## src/rtl/inst_mem_pkg.sv

```systemverilog
// Shared types and default constants for the loadable instruction memory
// and its fetch front end.
package inst_mem_pkg;

  typedef enum logic [1:0] {
    ST_LOAD = 2'd0,
    ST_RUN  = 2'd1,
    ST_HALT = 2'd2
  } state_t;

  localparam logic [7:0] FILL_DEFAULT    = 8'hFF;
  localparam logic [7:0] HALT_OP_DEFAULT = 8'b1000_1000;

endpackage

```

## src/rtl/inst_mem_fetch_if.sv

```systemverilog
// Load port plus valid/ready fetch handshake between the PC stage and the
// instruction memory; slave is the memory side, master the core/loader side.
interface inst_mem_fetch_if #(
  parameter int DATA_W = 8,
  parameter int ADDR_W = 8
);

  logic              load_en_i;
  logic [ADDR_W-1:0] load_addr_i;
  logic [DATA_W-1:0] load_data_i;
  logic              start_i;
  logic              load_mode_i;
  logic              fetch_req_i;
  logic [ADDR_W-1:0] fetch_addr_i;
  logic              fetch_ready_o;
  logic              inst_valid_o;
  logic              inst_ready_i;
  logic [DATA_W-1:0] inst_o;
  logic [ADDR_W-1:0] inst_addr_o;
  logic              halted_o;
  logic              load_err_o;

  modport slave (
    input  load_en_i, load_addr_i, load_data_i, start_i, load_mode_i,
           fetch_req_i, fetch_addr_i, inst_ready_i,
    output fetch_ready_o, inst_valid_o, inst_o, inst_addr_o, halted_o,
           load_err_o
  );

  modport master (
    output load_en_i, load_addr_i, load_data_i, start_i, load_mode_i,
           fetch_req_i, fetch_addr_i, inst_ready_i,
    input  fetch_ready_o, inst_valid_o, inst_o, inst_addr_o, halted_o,
           load_err_o
  );

endinterface

```

## src/rtl/inst_mem_array.sv

```systemverilog
// DEPTH x DATA_W storage with per-word written bits; the registered read port
// returns FILL for unwritten or unimplemented addresses.
module inst_mem_array
  import inst_mem_pkg::*;
#(
  parameter int                DATA_W = 8,
  parameter int                ADDR_W = 8,
  parameter int                DEPTH  = 256,
  parameter logic [DATA_W-1:0] FILL   = DATA_W'(FILL_DEFAULT)
) (
  input  logic              i_clk,
  input  logic              i_reset,
  input  logic              i_we,
  input  logic [ADDR_W-1:0] i_waddr,
  input  logic [DATA_W-1:0] i_wdata,
  input  logic              i_re,
  input  logic [ADDR_W-1:0] i_raddr,
  output logic [DATA_W-1:0] o_rdata
);

  localparam int              IDX_W     = (DEPTH > 1) ? $clog2(DEPTH) : 1;
  localparam logic [ADDR_W:0] DEPTH_LIM = (ADDR_W + 1)'(DEPTH);

  logic [DATA_W-1:0] r_mem [DEPTH];
  logic [DEPTH-1:0]  r_written;
  logic [DATA_W-1:0] r_rdata;

  logic [IDX_W-1:0]  w_widx;
  logic [IDX_W-1:0]  w_ridx;
  logic              w_wr_hit;
  logic              w_rd_hit;

  assign w_widx   = i_waddr[IDX_W-1:0];
  assign w_ridx   = i_raddr[IDX_W-1:0];
  assign w_wr_hit = i_we && ({1'b0, i_waddr} < DEPTH_LIM);
  assign w_rd_hit = ({1'b0, i_raddr} < DEPTH_LIM) && r_written[w_ridx];

  // Storage itself is never reset; only the written bits gate what is visible.
  always_ff @(posedge i_clk) begin
    if (w_wr_hit) begin
      r_mem[w_widx] <= i_wdata;
    end
  end

  always_ff @(posedge i_clk or posedge i_reset) begin
    if (i_reset) begin
      r_written <= '0;
    end else if (w_wr_hit) begin
      r_written[w_widx] <= 1'b1;
    end
  end

  always_ff @(posedge i_clk or posedge i_reset) begin
    if (i_reset) begin
      r_rdata <= FILL;
    end else if (i_re) begin
      r_rdata <= w_rd_hit ? r_mem[w_ridx] : FILL;
    end
  end

  assign o_rdata = r_rdata;

endmodule

```

## src/rtl/inst_mem_fetch.sv

```systemverilog
// Instruction memory front end: LOAD/RUN/HALT mode FSM, one-entry fetch
// output register and the sticky load-error flag around inst_mem_array.
module inst_mem_fetch
  import inst_mem_pkg::*;
#(
  parameter int                DATA_W  = 8,
  parameter int                ADDR_W  = 8,
  parameter int                DEPTH   = 256,
  parameter logic [DATA_W-1:0] FILL    = DATA_W'(FILL_DEFAULT),
  parameter logic [DATA_W-1:0] HALT_OP = DATA_W'(HALT_OP_DEFAULT)
) (
  input  logic           clk_i,
  input  logic           reset_i,
  inst_mem_fetch_if.slave bus
);

  state_t            r_state;
  logic              r_valid;
  logic [ADDR_W-1:0] r_addr;
  logic              r_halted;
  logic              r_load_err;

  logic              w_fetch_ready;
  logic              w_accept;
  logic              w_halt_hit;
  logic              w_we;
  logic              w_re;
  logic [DATA_W-1:0] w_rdata;

  assign w_fetch_ready = (r_state == ST_RUN) && (!r_valid || bus.inst_ready_i);
  assign w_accept      = bus.fetch_req_i && w_fetch_ready;
  assign w_halt_hit    = (r_state == ST_RUN) && r_valid && bus.inst_ready_i &&
                         (w_rdata == HALT_OP);
  assign w_we          = bus.load_en_i && (r_state == ST_LOAD);
  // A fetch accepted alongside the HALT handoff is dropped, so inst_o keeps HALT_OP.
  assign w_re          = w_accept && !w_halt_hit;

  inst_mem_array #(
    .DATA_W (DATA_W),
    .ADDR_W (ADDR_W),
    .DEPTH  (DEPTH),
    .FILL   (FILL)
  ) u_array (
    .i_clk   (clk_i),
    .i_reset (reset_i),
    .i_we    (w_we),
    .i_waddr (bus.load_addr_i),
    .i_wdata (bus.load_data_i),
    .i_re    (w_re),
    .i_raddr (bus.fetch_addr_i),
    .o_rdata (w_rdata)
  );

  always_ff @(posedge clk_i or posedge reset_i) begin
    if (reset_i) begin
      r_state    <= ST_LOAD;
      r_valid    <= 1'b0;
      r_addr     <= '0;
      r_halted   <= 1'b0;
      r_load_err <= 1'b0;
    end else begin
      if (bus.load_en_i && (r_state != ST_LOAD)) begin
        r_load_err <= 1'b1;
      end
      unique case (r_state)
        ST_LOAD: begin
          if (bus.start_i) begin
            r_state <= ST_RUN;
          end
        end
        ST_RUN: begin
          if (w_halt_hit) begin
            r_state  <= ST_HALT;
            r_valid  <= 1'b0;
            r_halted <= 1'b1;
          end else if (w_accept) begin
            r_valid <= 1'b1;
            r_addr  <= bus.fetch_addr_i;
          end else if (r_valid && bus.inst_ready_i) begin
            r_valid <= 1'b0;
          end
        end
        ST_HALT: begin
          if (bus.load_mode_i) begin
            r_state  <= ST_LOAD;
            r_halted <= 1'b0;
          end else if (bus.start_i) begin
            r_state  <= ST_RUN;
            r_halted <= 1'b0;
          end
        end
        default: begin
          r_state <= ST_LOAD;
        end
      endcase
    end
  end

  assign bus.fetch_ready_o = w_fetch_ready;
  assign bus.inst_valid_o  = r_valid;
  assign bus.inst_o        = w_rdata;
  assign bus.inst_addr_o   = r_addr;
  assign bus.halted_o      = r_halted;
  assign bus.load_err_o    = r_load_err;

endmodule
```

## src/flat_wrapper.sv

```systemverilog
// flat-port wrapper written by rule: the top's interface ports become plain ports
module inst_mem_fetch_flat import inst_mem_pkg::*;
#(
  parameter int                DATA_W  = 8,
  parameter int                ADDR_W  = 8,
  parameter int                DEPTH   = 256,
  parameter logic [DATA_W-1:0] FILL    = DATA_W'(FILL_DEFAULT),
  parameter logic [DATA_W-1:0] HALT_OP = DATA_W'(HALT_OP_DEFAULT)
)
  (clk_i, reset_i, bus_load_en_i, bus_load_addr_i, bus_load_data_i, bus_start_i, bus_load_mode_i, bus_fetch_req_i, bus_fetch_addr_i, bus_inst_ready_i, bus_fetch_ready_o, bus_inst_valid_o, bus_inst_o, bus_inst_addr_o, bus_halted_o, bus_load_err_o);
  inst_mem_fetch_if #(.DATA_W(DATA_W), .ADDR_W(ADDR_W)) bus_i ();
  input  logic clk_i;
  input  logic reset_i;
  input wire logic [$bits(bus_i.load_en_i)-1:0] bus_load_en_i;
  input wire logic [$bits(bus_i.load_addr_i)-1:0] bus_load_addr_i;
  input wire logic [$bits(bus_i.load_data_i)-1:0] bus_load_data_i;
  input wire logic [$bits(bus_i.start_i)-1:0] bus_start_i;
  input wire logic [$bits(bus_i.load_mode_i)-1:0] bus_load_mode_i;
  input wire logic [$bits(bus_i.fetch_req_i)-1:0] bus_fetch_req_i;
  input wire logic [$bits(bus_i.fetch_addr_i)-1:0] bus_fetch_addr_i;
  input wire logic [$bits(bus_i.inst_ready_i)-1:0] bus_inst_ready_i;
  output wire logic [$bits(bus_i.fetch_ready_o)-1:0] bus_fetch_ready_o;
  output wire logic [$bits(bus_i.inst_valid_o)-1:0] bus_inst_valid_o;
  output wire logic [$bits(bus_i.inst_o)-1:0] bus_inst_o;
  output wire logic [$bits(bus_i.inst_addr_o)-1:0] bus_inst_addr_o;
  output wire logic [$bits(bus_i.halted_o)-1:0] bus_halted_o;
  output wire logic [$bits(bus_i.load_err_o)-1:0] bus_load_err_o;
  assign bus_i.load_en_i = bus_load_en_i;
  assign bus_i.load_addr_i = bus_load_addr_i;
  assign bus_i.load_data_i = bus_load_data_i;
  assign bus_i.start_i = bus_start_i;
  assign bus_i.load_mode_i = bus_load_mode_i;
  assign bus_i.fetch_req_i = bus_fetch_req_i;
  assign bus_i.fetch_addr_i = bus_fetch_addr_i;
  assign bus_i.inst_ready_i = bus_inst_ready_i;
  assign bus_fetch_ready_o = bus_i.fetch_ready_o;
  assign bus_inst_valid_o = bus_i.inst_valid_o;
  assign bus_inst_o = bus_i.inst_o;
  assign bus_inst_addr_o = bus_i.inst_addr_o;
  assign bus_halted_o = bus_i.halted_o;
  assign bus_load_err_o = bus_i.load_err_o;
  inst_mem_fetch #(.DATA_W(DATA_W), .ADDR_W(ADDR_W), .DEPTH(DEPTH), .FILL(FILL), .HALT_OP(HALT_OP)) u_core (.clk_i(clk_i), .reset_i(reset_i), .bus(bus_i));
endmodule
```

## config.mk

```make
export PLATFORM = sky130hd
export DESIGN_NAME = inst_mem_fetch_flat
export DESIGN_NICKNAME = d
export VERILOG_FILES = /design/src/rtl/inst_mem_pkg.sv /design/src/rtl/inst_mem_fetch_if.sv /design/src/rtl/inst_mem_array.sv /design/src/rtl/inst_mem_fetch.sv /design/src/flat_wrapper.sv
export SDC_FILE = /design/constraint.sdc
export NUM_CORES = 2
export LEC_CHECK = 0
export CAP_MARGIN = 20
export CORE_MARGIN = 2
export CORE_UTILIZATION = 40
export DETAILED_ROUTE_END_ITERATION = 7
export GPL_TIMING_DRIVEN = 1
export PLACE_DENSITY = 0.68
export SLEW_MARGIN = 5
export SYNTH_ARGS = -nofsm -noshare
export SYNTH_HDL_FRONTEND = slang
export SYNTH_SLANG_ARGS = --single-unit
```

## constraint.sdc

```tcl
create_clock -name clk_i -period 8 [get_ports clk_i]
set_clock_uncertainty 0.15 [all_clocks]
set_input_delay 0.8 -clock clk_i [delete_from_list [all_inputs] [get_ports clk_i]]
set_output_delay 0.8 -clock clk_i [all_outputs]
set_load 0.005 [all_outputs]
```

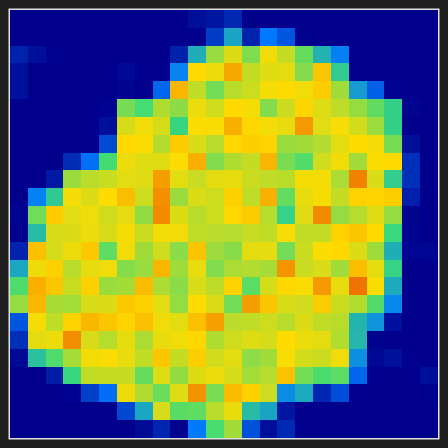
*Cell density map*
24 x 24 tiles, from dark blue (low) to red (high), 0 to 100% covered.
tiles over 75% full = 13%
fullest tile = 87%
nearly empty tiles = 30%
emptiest ninth of the die = top left
densest ninth of the die = middle
mean over tiles = 43%

==> results.txt <==
Physical implementation.

- The run finished with clean final reports.
- OpenSTA lists the critical path startpoint as bus_fetch_addr_i[0].
- The flow reports an fmax of about 210 MHz.
- Setup repair after global routing left no endpoint under its margin.
- STA reports the tightest min-delay check as being of type input port to asynchronous set/reset pin.
- The CTS tree is built.
- After layout, the design draws a total of between 20 and 30 mW.
- Hold is met by roughly 290 ps.
- The first-pass GRT wire length is 355,000 um.
- The largest individual stage delay along the critical path comes from the cell sky130_fd_sc_hd__nor4b_1.
- The yosys warning tally is 0.
- Once detail routing completed, the nets flagged for antenna violations numbered 0.
- The count of buffers inserted at the top-level ports is around 50.
- The largest registers in the layout are u_core.u_array.r_mem (2048), u_core.u_array.r_written (256).
- Ranked by flip-flop count, first place goes to u_core.u_array.r_mem.
- Counting plain and timing-repair buffers in the layout gives 157.
- Yosys reports that the most numerous cell types are sky130_fd_sc_hd__edfxtp_1 (2,048), sky130_fd_sc_hd__mux4_2 (529), sky130_fd_sc_hd__nor2_1 (317), sky130_fd_sc_hd__dfrtp_1 (269), sky130_fd_sc_hd__or2_2 (259).
- The biggest area consumer among synthesized cells is sky130_fd_sc_hd__edfxtp_1.
- The post-cts gate resize count is 0.
- The number of setup buffers added after CTS is 0.
- The number of inserted filler cells in the final layout is around 19,000.
- The fraction of cell area in sequential cells is reported as 67.1%.
- For reference, the top logic cell family by area is multiplexers.
- Setup violations remaining at the end of the flow were counted as 0.
- The maximum single-stage delay on the critical path is ~1100 ps.
- Synthesis inferred ~2,300 register bits.
- The reg-to-reg endpoint is u_core.u_array.r_mem[167][2].
- The final number of hold-violating endpoints is 0.
- The final design was reported to hold multi-input combinational gates totalling just under 2,000.
- The final total negative setup slack is 0 ps.
- After detailed placement, the design holds a cell count of about 7,400.
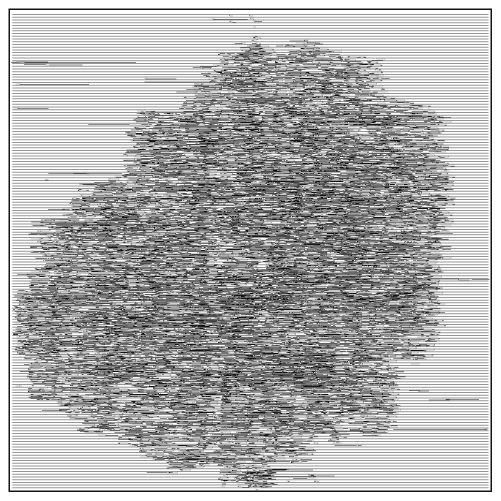
*Signal wires on met1*
Drawn at 1 px/um. Supply wires on this layer in gray.
nets with wire on the layer = 4,578
wire length on this layer = 97.6 mm
longest straight run = 115 um
sum of routed wire length over all layers: 251,000 um
met1 Track Usage GR: 29.9%
via count of the routed design: 47,400

[kinds of logic after synthesis]
family / count (synthesis)
multiplexers: 697
AND-OR/OR-AND: 360
flip-flops: 2325
AND/OR/NAND/NOR: 864
buffers and inverters: 256
[power by group]
| group | leakage [nW] | switching [mW] | internal, mW |
|---|---|---|---|
| logic | 7.95 | 0.861 | 0.456 |
| registers | 22.2 | 0.0554 | 13.3 |
| clock network | 3.70 | 4.62 | 6.21 |
[layer usage]
metal | part of all wire [%] | wire length, um
met1 | 39 | 97600
met2 | 46 | 116000
met3 | 11 | 26400
met4 | 4.3 | 10800
met5 | 0.040 | 100
Power and IR drop assume default switching activity.
